===== config.mk =====
export PLATFORM = sky130hd
export DESIGN_NAME = decoder_pipe
export DESIGN_NICKNAME = d
export VERILOG_FILES = /design/src/rtl/decoder_pipe_pkg.sv /design/src/rtl/dec_skid_buf.sv /design/src/rtl/decoder_pipe.sv
export SDC_FILE = /design/constraint.sdc
export NUM_CORES = 1
export LEC_CHECK = 0
export CORE_UTILIZATION = 44
export DETAILED_ROUTE_END_ITERATION = 8
export PLACE_DENSITY = 0.76
export SYNTH_ARGS = -nofsm -noshare
export SYNTH_HDL_FRONTEND = slang
export SYNTH_SLANG_ARGS = --single-unit

===== constraint.sdc =====
create_clock -name clk -period 1.3 [get_ports clk]
set_input_delay 0.13 -clock clk [delete_from_list [all_inputs] [get_ports clk]]
set_output_delay 0.13 -clock clk [all_outputs]
set_load 0.02 [all_outputs]

===== src/rtl/decoder_pipe_pkg.sv =====
// Shared types and the decode function for decoder_pipe.
// Holds buffer-state and mode enums, counter width and decode().
package decoder_pipe_pkg;

  localparam int ERR_CNT_W = 8;
  localparam int DEC_MAX_W = 256;

  typedef enum logic [1:0] {
    EMPTY = 2'd0,
    ONE   = 2'd1,
    FULL  = 2'd2
  } buf_state_e;

  typedef enum logic {
    MODE_ONEHOT = 1'b0,
    MODE_THERMO = 1'b1
  } mode_e;

  // Returns {err, vector}; the vector is DEC_MAX_W wide and the
  // caller keeps only its low `width` bits.
  function automatic logic [DEC_MAX_W:0] decode(
    input logic [7:0] code,
    input mode_e      mode,
    input int         width
  );
    logic [DEC_MAX_W:0] r;
    logic               err;
    int                 c;
    c   = {24'd0, code};
    r   = '0;
    err = (c >= width);
    for (int i = 0; i < DEC_MAX_W; i++) begin
      if (!err && i < width) begin
        if (mode == MODE_THERMO) r[i] = (i <= c);
        else                     r[i] = (i == c);
      end
    end
    r[DEC_MAX_W] = err;
    return r;
  endfunction

endpackage


===== src/rtl/dec_skid_buf.sv =====
// Generic 2-entry FIFO-ordered valid/ready buffer, head registered on out_data.
// Ports: clk, rst, in_valid/in_ready/in_data, out_valid/out_ready/out_data.
module dec_skid_buf
  import decoder_pipe_pkg::*;
#(
  parameter int W = 9
) (
  input  logic         clk,
  input  logic         rst,
  input  logic         in_valid,
  output logic         in_ready,
  input  logic [W-1:0] in_data,
  output logic         out_valid,
  input  logic         out_ready,
  output logic [W-1:0] out_data
);

  buf_state_e   state;
  logic [W-1:0] tail;
  logic         accept;
  logic         emit;

  assign accept = in_valid & in_ready;
  assign emit   = out_valid & out_ready;

  // in_ready/out_valid are flops tracking state, so the
  // input side never sees out_ready combinationally.
  always_ff @(posedge clk) begin
    if (rst) begin
      state     <= EMPTY;
      in_ready  <= 1'b1;
      out_valid <= 1'b0;
      out_data  <= '0;
      tail      <= '0;
    end else begin
      unique case (state)
        EMPTY: begin
          if (accept) begin
            out_data  <= in_data;
            out_valid <= 1'b1;
            state     <= ONE;
          end
        end
        ONE: begin
          if (accept && emit) begin
            out_data <= in_data;
          end else if (accept) begin
            tail     <= in_data;
            in_ready <= 1'b0;
            state    <= FULL;
          end else if (emit) begin
            out_valid <= 1'b0;
            state     <= EMPTY;
          end
        end
        FULL: begin
          if (emit) begin
            out_data <= tail;
            in_ready <= 1'b1;
            state    <= ONE;
          end
        end
        default: begin
          state     <= EMPTY;
          in_ready  <= 1'b1;
          out_valid <= 1'b0;
        end
      endcase
    end
  end

endmodule


===== src/rtl/decoder_pipe.sv =====
// Registered one-hot/thermometer decoder with 2-entry output buffer.
// Ports: clk, rst, in_*/out_* handshakes, out_err, err_cnt.
// err_cnt counting is built only when DECODER_PIPE_ERR_CNT_EN is defined.
module decoder_pipe
  import decoder_pipe_pkg::*;
#(
  parameter int IN_WIDTH  = 3,
  parameter int OUT_WIDTH = 8
) (
  input  logic                 clk,
  input  logic                 rst,
  input  logic                 in_valid,
  output logic                 in_ready,
  input  logic [IN_WIDTH-1:0]  in,
  input  logic                 in_mode,
  output logic                 out_valid,
  input  logic                 out_ready,
  output logic [OUT_WIDTH-1:0] out,
  output logic                 out_err,
  output logic [ERR_CNT_W-1:0] err_cnt
);

  if (IN_WIDTH < 1 || IN_WIDTH > 8 ||
      OUT_WIDTH < 2 || OUT_WIDTH > (1 << IN_WIDTH)) begin : g_bad
    $error("decoder_pipe: illegal IN_WIDTH/OUT_WIDTH");
  end

  logic [7:0]           code;
  logic [DEC_MAX_W:0]   dec;
  logic [OUT_WIDTH:0]   pay;
  logic [OUT_WIDTH:0]   head;
  logic                 unused_dec;

  always_comb begin
    code = '0;
    code[IN_WIDTH-1:0] = in;
  end

  assign dec = decode(code, mode_e'(in_mode), OUT_WIDTH);
  assign pay = {dec[DEC_MAX_W], dec[OUT_WIDTH-1:0]};
  assign unused_dec = ^dec;

  dec_skid_buf #(
    .W(OUT_WIDTH + 1)
  ) u_buf (
    .clk      (clk),
    .rst      (rst),
    .in_valid (in_valid),
    .in_ready (in_ready),
    .in_data  (pay),
    .out_valid(out_valid),
    .out_ready(out_ready),
    .out_data (head)
  );

  assign out     = head[OUT_WIDTH-1:0];
  assign out_err = head[OUT_WIDTH];

`ifdef DECODER_PIPE_ERR_CNT_EN
  logic [ERR_CNT_W-1:0] cnt;

  always_ff @(posedge clk) begin
    if (rst) begin
      cnt <= '0;
    end else if (in_valid && in_ready &&
                 dec[DEC_MAX_W] && !(&cnt)) begin
      cnt <= cnt + 1'b1;
    end
  end

  assign err_cnt = cnt;
`else
  assign err_cnt = '0;
`endif

endmodule


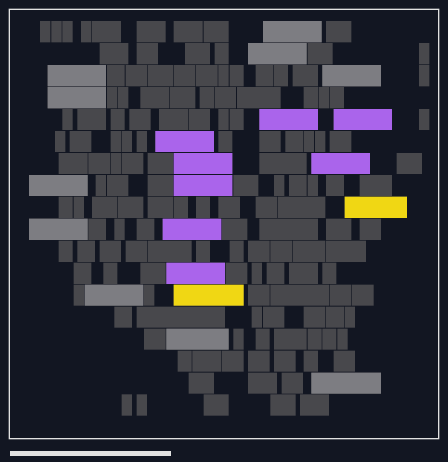
Fig. 1. Register map, names as in the netlist (run 1).
Bar = 20 µm. Other sequential cells in the stronger grey, the rest of the logic in the fainter grey.
netlist name	colour	placed flops
u_buf.state	yellow	2
u_buf.out_data	purple	8
not coloured	10

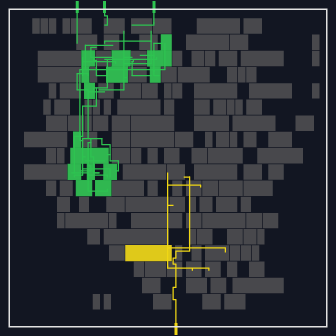
Fig. 2. Wires at chosen ports, followed through buffers (run 1).
port	colour	bits	direction	end cells	buffers	wire
in	green	3	input	17	8	237 µm
out_valid	yellow	1	output	1	1	70.4 µm

==> reports/results.tsv, run 1 <==
stage	metric	value	unit
worst_setup_path	category of the critical setup timing path	primary input to flop	
grt	met3 layer usage reported by global route	3.74	%
synth	number of distinct library cells after synthesis	37	
outcome	violations in the final reports	design-rule violations, negative setup slack	
synth	top area contributor share	35.0	%
route	met2 wire len	1.35	mm
worst_setup_path	Arrival @ worst endpoint	1.54	ns
worst_setup_path	timing startpoint of the critical path	in_valid	
route	drt via density	5.54	
final_timing	setup TNS	-0.00340	ns
final_timing	total setup violations reported at the end of the flow	1	
flow_run	number of warning messages in the logs	27	
worst_setup_path	RR Endpoint	u_buf.out_data[0]	
synth	fraction of synthesis flops using an asynchronous set or reset pin	0	%
route	met3 wire length	93	µm
power_and_ir_drop	Switching Fraction	33.0	%
synth	ys cells	132	
final_timing	final clock skew	0.0140	ns
min_path	WHS Endpoint	u_buf.tail[4]	
final_timing	max-slew violation count	0	
clock_network	buffer type at the clock tree root	sky130_fd_sc_hd__clkbuf_4	
synth	Synth Area in Compound Gates	24.4	%
flow_run	Max-cap violations	0	
power_and_ir_drop	part of the total power dissipated in sequential elements	39.6	%
floorplanning	core utilization at floorplan	46.2	%
cells_and_area	multi-input gate count	100	
power_and_ir_drop	switching component of the power	645	µW
worst_setup_path	cell breakdown of the critical path	clkdlybuf4s50_1, nand3b_4, o22ai_4, o21ai_2, o32ai_2	
worst_setup_path	critical path buffer and inverter count	1	
synth	flop and latch count out of synthesis	20	
floorplanning	total number of placement rows	18	
route	first-pass iteration count of the detailed router	6	
floorplanning	IO Pins	27	
placed_design	dpl ws	-0.276	ns
worst_setup_path	Critical Path End	u_buf.out_data[0]	
grt	met2 GRT Util	32.1	%
cells_and_area	data-path buffer share of cell area in the final layout	20.8	%
final_timing	hold violation total from the final report	0	
route	overall via count from detail_route	1070	
worst_setup_path	r2r worst-path depth	4	
floorplanning	horizontal extent of the die	53.0	µm
route	DRC violations left	1	
clock_network	CTS tree	done	
floorplanning	area inside the core boundary	2480	µm²
power_and_ir_drop	peak supply drop	0.837	mV
final_timing	time the final worst path needs with I/O delays and setup	1.30	ns
synth	and+or+nand+nor area frac	24.6	%
cells_and_area	number of fill cells in the layout	240	
synth	part of the Yosys area used for sequential elements	35.0	%
placed_design	dpl hpwl	1.84	mm
worst_setup_path	WP depth	5	
cells_and_area	finished layout cell area	1480	µm²
power_and_ir_drop	Leak	0.602	nW
clock_network	Max clock buf depth	2	
grt	global-route wire length before repair	3.93	mm
synth	xor/xnor share	0	%
cells_and_area	Clock buffers and inverters, area share	3.56	%
grt	Most Crowded Layer GR	met2	
min_path	Worst Hold Path Cells	2	
grt	via count of the first global-routing pass	900	
placed_design	count of input and output buffers	17	
synth	leading area contributor after synthesis	sky130_fd_sc_hd__dfxtp_1	
outcome	result of the run	finished with violations	
clock_network	cell resize tally after clock tree synthesis	12	
synth	dominant non-sequential cell family after synthesis	simple AND/OR/NAND/NOR gates	
floorplanning	area enclosed by the die boundary	2810	µm²
power_and_ir_drop	power in combinational cells	670	µW
cells_and_area	biggest area consumer among cell classes	logic gates	
cells_and_area	number of nets in the final layout	172	
grt	M1 GR Usage	23.9	%
grt	GR Util All Layers	19.3	%
cells_and_area	flop count	20	
cells_and_area	Reg area	410	µm²
worst_setup_path	CP peak stage delay	0.62	ns
cells_and_area	non-clock inverter total of the final layout	2	
final_timing	minimum setup slack in the final design	-0.00340	ns
clock_network	number of buffers added for setup after CTS	0	
route	Antenna Violating Nets Remaining	0	
cells_and_area	most frequent logic cell in the layout	sky130_fd_sc_hd__buf_4	
synth	most frequent cells after synthesis	sky130_fd_sc_hd__dfxtp_1, sky130_fd_sc_hd__nand2_1, sky130_fd_sc_hd__a21oi_1, sky130_fd_sc_hd__buf_4, sky130_fd_sc_hd__nor2_1	
worst_setup_path	cell family with the largest share of critical-path delay	AND-OR/OR-AND gates	
power_and_ir_drop	sum of internal, switching and leakage power	1.96	mW
worst_setup_path	worst setup slack for register-to-register paths	0.02	ns
power_and_ir_drop	fraction of power consumed by the clock network	26.1	%
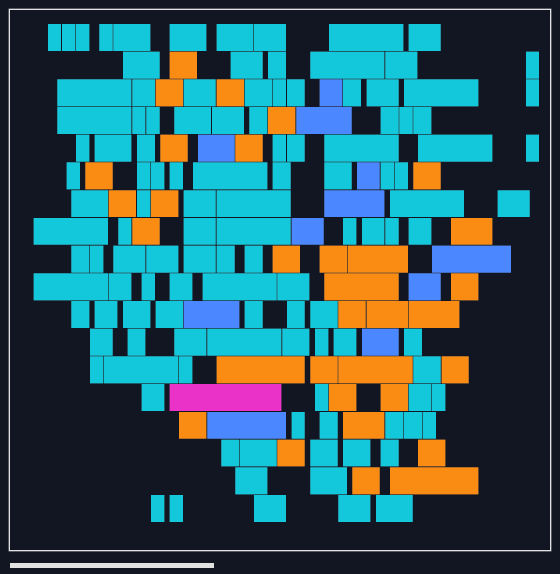
Fig. 3. Cell sizes after repair (run 1).
Bar = 20 µm.
size	colour	cells	share
x2	blue	11	6.7%
x3 and x4	orange	32	20%
x1 and smaller	cyan	119	73%
x6 and larger	magenta	1	0.61%

Fig. 4: run 1, the clock network
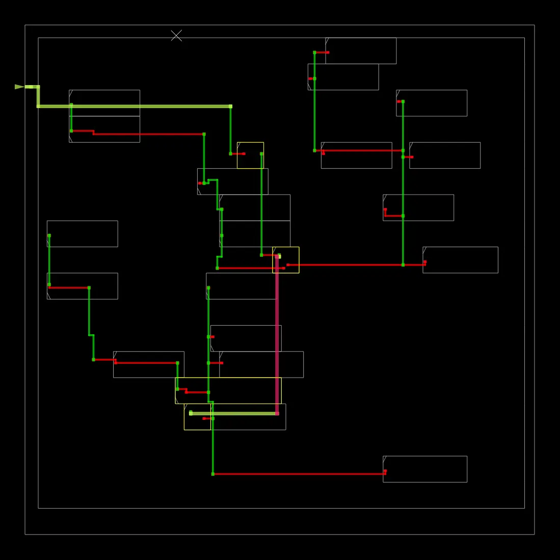

==> run 1 -> run 2 <==
- CELL_PAD_IN_SITES_DETAIL_PLACEMENT: not set -> 0
- CELL_PAD_IN_SITES_GLOBAL_PLACEMENT: not set -> 1
- CORE_UTILIZATION: 44 -> 32
- PLACE_DENSITY: 0.76 -> 0.74
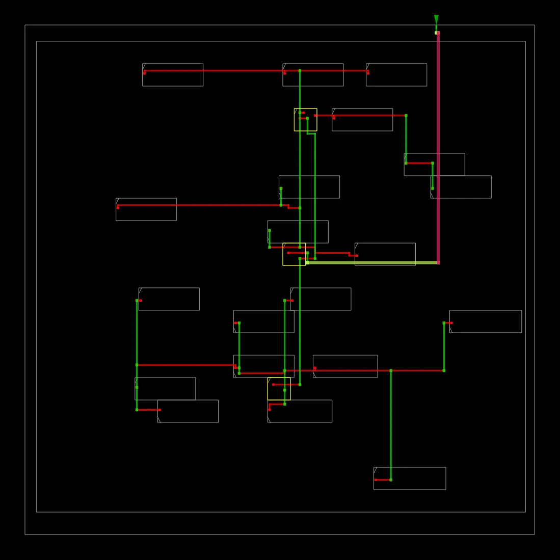
Fig. 5. The clock network (run 2).
final clock skew: 0.00404 ns
CTS buffer count: 3

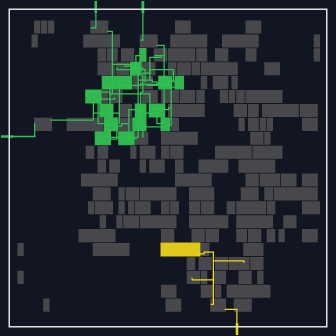
Fig. 6. Wires at chosen ports, followed through buffers (run 2).
port	colour	bits	direction	end cells	buffers	wire
in	green	3	input	17	10	253 µm
out_valid	yellow	1	output	1	1	30.6 µm

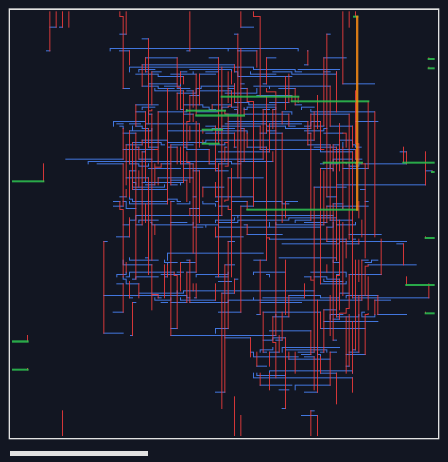
Fig. 7. Signal wires by layer (run 2).
Bar = 20 µm.
layer	colour	wire length
M1	blue	1260 µm
M4	orange	27.9 µm
M2	red	1400 µm
M3	green	81.9 µm

==> run 2 against run 1 <==
The flow finishes with violations (negative setup slack). Non-clock buffer count unchanged. Core utilization down 16 points. Routed wire length up 4.9%. Worst hold slack worse by 0.0025 ns. Clock-buffer cell count unchanged. Global-route usage down 3.4 points. Die area up 36%. Clock skew down 0.0099 ns. Critical path depth down 1. Total power down 10%. Combinational power up 0.9%. Critical path type is now flop to flop. Largest power group unchanged.
==> reports/results.tsv, run 2 <==
stage	metric	value	unit	change
synth	post-synthesis cell count	132		unchanged
final_timing	minimum setup slack in the final design	-0.00859	ns	was -0.00340 ns
synth	synthesized cell area	1140	µm²	unchanged
cells_and_area	sequential cell area share	28.0	%	was 27.8%
power_and_ir_drop	fraction of power consumed by the clock network	17.6	%	was 26.1%
power_and_ir_drop	power in combinational cells	676	µW	was 670 µW
placed_design	last weighted congestion value of the routability-driven placer	0.749		was 0.812
worst_setup_path	critical path buffer and inverter count	0		was 1
grt	Most Crowded Layer GR	met2		unchanged
cells_and_area	non-clock inverter total of the final layout	2		unchanged
route	drt via density	5.12		was 5.54
cells_and_area	logic gate fraction of the total cell area	45.1	%	was 44.7%
route	highest routed metal layer	met4		unchanged
grt	met3 layer usage reported by global route	2.07	%	was 3.74%
clock_network	number of buffers added for setup after CTS	0		unchanged
worst_setup_path	worst setup slack for register-to-register paths	-0.009	ns	was 0.02 ns
synth	number of distinct library cells after synthesis	37		unchanged
cells_and_area	Clock buffers and inverters, area share	1.53	%	was 3.56%
worst_setup_path	WP depth	4		was 5
route	overall via count from detail_route	1065		was 1070
outcome	result of the run	finished with violations		unchanged
cells_and_area	biggest area consumer among cell classes	logic gates		unchanged
synth	leading area contributor after synthesis	sky130_fd_sc_hd__dfxtp_1		unchanged
min_path	WHS Endpoint	u_buf.out_data[1]		was u_buf.tail[4]
placed_design	dpl hpwl	1.87	mm	was 1.84 mm
grt	via count of the first global-routing pass	946		was 900
worst_setup_path	Arrival @ worst endpoint	1.54	ns	about the same
final_timing	unrepaired setup endpoints after global routing	yes		unchanged
final_timing	achievable frequency	764	MHz	was 767 MHz
synth	xor/xnor share	0	%	unchanged
flow_run	number of warning messages in the logs	28		was 27
worst_setup_path	category of the critical setup timing path	flop to flop		was primary input to flop
worst_setup_path	cell breakdown of the critical path	nand3b_4, o22ai_4, o21ai_4, o32ai_2		was clkdlybuf4s50_1, nand3b_4, o22ai_4, o21ai_2, o32ai_2
worst_setup_path	Critical Path End	u_buf.out_data[0]		unchanged
cells_and_area	number of fill cells in the layout	341		was 240
floorplanning	horizontal extent of the die	61.8	µm	was 53.0 µm
final_timing	hold violation total from the final report	0		unchanged
floorplanning	IO Pins	27		unchanged
cells_and_area	most frequent logic cell in the layout	sky130_fd_sc_hd__buf_4		unchanged
floorplanning	area inside the core boundary	3390	µm²	was 2480 µm²
cells_and_area	largest registers	u_buf.out_data: 8 flops, u_buf.tail: 8 flops, u_buf.state: 2 flops		unchanged
min_path	hold crit path type	flop to flop		unchanged
route	met2 wire len	1.40	mm	was 1.35 mm
grt	number of antenna violations at the first check in global routing	0		unchanged
synth	part of the Yosys area used for sequential elements	35.0	%	unchanged
outcome	violations in the final reports	negative setup slack		was design-rule violations, negative setup slack
grt	M1 GR Usage	19.5	%	was 23.9%
final_timing	minimum hold slack	0.482	ns	was 0.485 ns
route	Metal-1 WL	1.26	mm	was 1.18 mm
synth	flop and latch count out of synthesis	20		unchanged
floorplanning	total number of placement rows	21		was 18
cells_and_area	Reg area	410	µm²	unchanged
route	met3 wire length	81	µm	was 93 µm
synth	average cell area after synthesis	8.67	µm²	unchanged
power_and_ir_drop	Top pwr grp	sequential cells		unchanged
route	first-pass iteration count of the detailed router	5		was 6
final_timing	share of the clock period used by the worst path after layout	101	%	was 100%
synth	Chip Area, Yosys	1140	µm²	unchanged
clock_network	htree depth	1		unchanged
synth	and+or+nand+nor area frac	24.6	%	unchanged
floorplanning	core utilization at floorplan	33.8	%	was 46.2%
power_and_ir_drop	Internal Dissipation	1.11	mW	was 1.31 mW
grt	GR Util All Layers	15.9	%	was 19.3%
worst_setup_path	cell family with the largest share of critical-path delay	AND-OR/OR-AND gates		unchanged
synth	dominant non-sequential cell family after synthesis	simple AND/OR/NAND/NOR gates		unchanged
cells_and_area	flop count	20		unchanged
synth	top area contributor share	35.0	%	unchanged
min_path	hold_sp	u_buf.out_data[1]		was u_buf.tail[4]
power_and_ir_drop	part of the total power dissipated in sequential elements	43.9	%	was 39.6%
synth	main flop type after synthesis	sky130_fd_sc_hd__dfxtp_1		unchanged
final_timing	time the final worst path needs with I/O delays and setup	1.31	ns	was 1.30 ns
cells_and_area	share of post-route cells with drive strength above 1	25.9	%	was 27.0%
worst_setup_path	CP peak stage delay	0.39	ns	was 0.62 ns
worst_setup_path	RR Endpoint	u_buf.out_data[0]		unchanged
placed_design	count of input and output buffers	17		unchanged
synth	ys cells	132		unchanged
clock_network	buffer type at the clock tree root	sky130_fd_sc_hd__clkbuf_4		unchanged
final_timing	max-slew violation count	0		unchanged
synth	fraction of synthesis flops using an asynchronous set or reset pin	0	%	unchanged
placed_design	dpl ws	-0.294	ns	was -0.276 ns
power_and_ir_drop	peak supply drop	0.366	mV	was 0.837 mV
floorplanning	vertical die size	61.8	µm	was 53.0 µm
power_and_ir_drop	switching component of the power	647	µW	was 645 µW
synth	most frequent cells after synthesis	sky130_fd_sc_hd__dfxtp_1, sky130_fd_sc_hd__nand2_1, sky130_fd_sc_hd__a21oi_1, sky130_fd_sc_hd__buf_4, sky130_fd_sc_hd__nor2_1		unchanged
synth	Synth Area in Compound Gates	24.4	%	unchanged
power_and_ir_drop	Leak	0.587	nW	was 0.602 nW
worst_setup_path	r2r worst-path depth	4		unchanged
final_timing	total setup violations reported at the end of the flow	1		unchanged
grt	met2 GRT Util	27.0	%	was 32.1%
cells_and_area	number of nets in the final layout	172		unchanged
min_path	Worst Hold Path Cells	2		unchanged
floorplanning	area enclosed by the die boundary	3820	µm²	was 2810 µm²
power_and_ir_drop	sum of internal, switching and leakage power	1.75	mW	was 1.96 mW
route	Antenna Violating Nets Remaining	0		unchanged
synth	Synth area leaders	sky130_fd_sc_hd__dfxtp_1, sky130_fd_sc_hd__buf_4, sky130_fd_sc_hd__nand2_1		unchanged
final_timing	setup TNS	-0.00859	ns	was -0.00340 ns
cells_and_area	multi-input gate count	100		unchanged
clock_network	cell resize tally after clock tree synthesis	17		was 12
worst_setup_path	timing startpoint of the critical path	u_buf.state[1]		was in_valid
synth	MUX share of area	2.62	%	unchanged
clock_network	Max clock buf depth	2		unchanged
cells_and_area	final core occ	43.3	%	was 59.6%
flow_run	Max-cap violations	0		unchanged
route	DRC violations left	0		was 1
cells_and_area	data-path buffer share of cell area in the final layout	21.0	%	was 20.8%
clock_network	CTS tree	done		unchanged
cells_and_area	finished layout cell area	1470	µm²	was 1480 µm²
power_and_ir_drop	Switching Fraction	36.9	%	was 33.0%
clock_network	TritonCTS sink count	20		unchanged
grt	global-route wire length before repair	4.32	mm	was 3.93 mm
==> run 2 -> run 3 <==
- CTS_CLUSTER_SIZE: not set -> 12
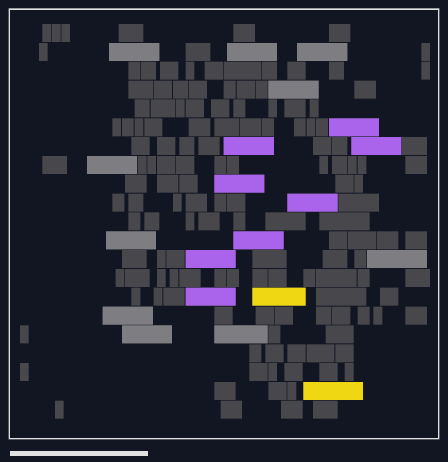
Fig. 8. Register map, names as in the netlist (run 3).
Bar = 20 µm. Other sequential cells in the stronger grey, the rest of the logic in the fainter grey.
netlist name	colour	placed flops
u_buf.state	yellow	2
u_buf.out_data	purple	8

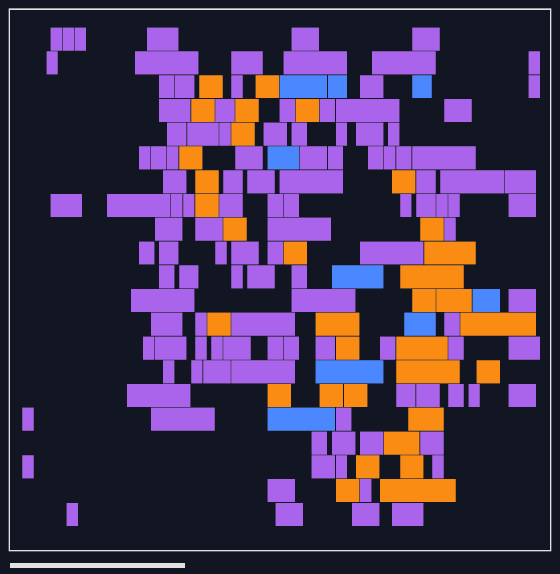
Fig. 9. Cell sizes after repair (run 3).
Bar = 20 µm.
size	colour	cells	share
x3 and x4	orange	33	20%
x2	blue	9	5.6%
x1 and smaller	purple	120	74%

==> run 3 against run 2 <==
The run still ends with negative setup slack left. Critical path depth unchanged. Global-route usage unchanged. Die area unchanged. Via count unchanged. Routed wire length unchanged. Largest cell class unchanged.
==> reports/results.tsv, run 3 <==
stage	metric	value	unit	change
cells_and_area	data-path buffer share of cell area in the final layout	21.0	%	unchanged
synth	flop and latch count out of synthesis	20		unchanged
route	first-pass iteration count of the detailed router	5		unchanged
final_timing	share of the clock period used by the worst path after layout	101	%	unchanged
min_path	Worst Hold Path Cells	2		unchanged
flow_run	Max-cap violations	0		unchanged
cells_and_area	sequential cell area share	28.0	%	unchanged
power_and_ir_drop	Switching Fraction	36.9	%	unchanged
clock_network	htree depth	1		unchanged
outcome	violations in the final reports	negative setup slack		unchanged
route	drt via density	5.12		unchanged
final_timing	unrepaired setup endpoints after global routing	yes		unchanged
min_path	hold_sp	u_buf.out_data[1]		unchanged
route	Antenna Violating Nets Remaining	0		unchanged
floorplanning	IO Pins	27		unchanged
power_and_ir_drop	fraction of power consumed by the clock network	17.6	%	about the same
worst_setup_path	Critical Path End	u_buf.out_data[0]		unchanged
outcome	result of the run	finished with violations		unchanged
synth	number of distinct library cells after synthesis	37		unchanged
synth	Synth Area in Compound Gates	24.4	%	unchanged
worst_setup_path	RR Endpoint	u_buf.out_data[0]		unchanged
final_timing	minimum setup slack in the final design	-0.00859	ns	unchanged
grt	M1 GR Usage	19.5	%	unchanged
placed_design	dpl ws	-0.294	ns	unchanged
final_timing	time the final worst path needs with I/O delays and setup	1.31	ns	unchanged
synth	MUX share of area	2.62	%	unchanged
final_timing	achievable frequency	764	MHz	unchanged
route	met3 wire length	81	µm	unchanged
synth	fraction of synthesis flops using an asynchronous set or reset pin	0	%	unchanged
worst_setup_path	cell family with the largest share of critical-path delay	AND-OR/OR-AND gates		unchanged
final_timing	final clock skew	0.00404	ns	unchanged
route	DRC violations left	0		unchanged
clock_network	CTS buffer count	3		unchanged
worst_setup_path	WP depth	4		unchanged
synth	synthesized cell area	1140	µm²	unchanged
worst_setup_path	cell breakdown of the critical path	nand3b_4, o22ai_4, o21ai_4, o32ai_2		unchanged
cells_and_area	multi-input gate count	100		unchanged
floorplanning	area enclosed by the die boundary	3820	µm²	unchanged
route	overall via count from detail_route	1065		unchanged
placed_design	last weighted congestion value of the routability-driven placer	0.749		unchanged
cells_and_area	logic gate fraction of the total cell area	45.1	%	unchanged
power_and_ir_drop	Internal Dissipation	1.11	mW	unchanged
synth	Chip Area, Yosys	1140	µm²	unchanged
power_and_ir_drop	peak supply drop	0.366	mV	unchanged
final_timing	minimum hold slack	0.482	ns	unchanged
min_path	hold crit path type	flop to flop		unchanged
power_and_ir_drop	switching component of the power	647	µW	unchanged
worst_setup_path	CP peak stage delay	0.39	ns	about the same
synth	xor/xnor share	0	%	unchanged
grt	number of antenna violations at the first check in global routing	0		unchanged
grt	GR Util All Layers	15.9	%	unchanged
clock_network	buffer type at the clock tree root	sky130_fd_sc_hd__clkbuf_4		unchanged
cells_and_area	final core occ	43.3	%	unchanged
final_timing	total setup violations reported at the end of the flow	1		unchanged
route	Metal-1 WL	1.26	mm	unchanged
cells_and_area	finished layout cell area	1470	µm²	unchanged
grt	via count of the first global-routing pass	946		unchanged
synth	ys cells	132		unchanged
grt	global-route wire length before repair	4.32	mm	unchanged
clock_network	CTS tree	done		unchanged
synth	leading area contributor after synthesis	sky130_fd_sc_hd__dfxtp_1		unchanged
synth	main flop type after synthesis	sky130_fd_sc_hd__dfxtp_1		unchanged
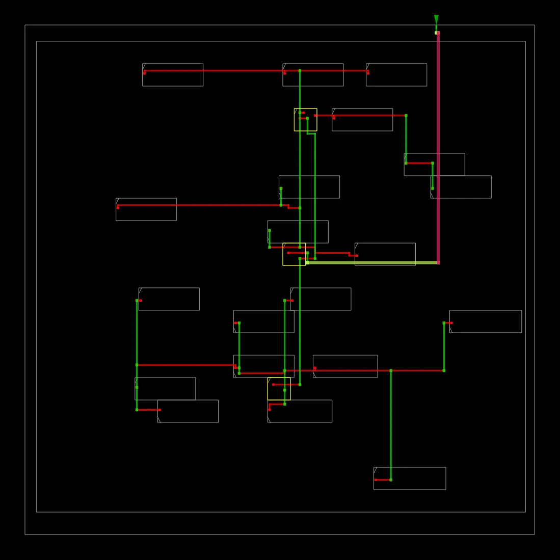
Fig. 10. The clock network (run 3).
clk latency late pin: 0.30 ns
clock-net power: 308 µW
flop count: 20
number of clock buffer instances in the layout: 3
TritonCTS sink count: 20

Power is estimated from default activity; no workload was simulated.
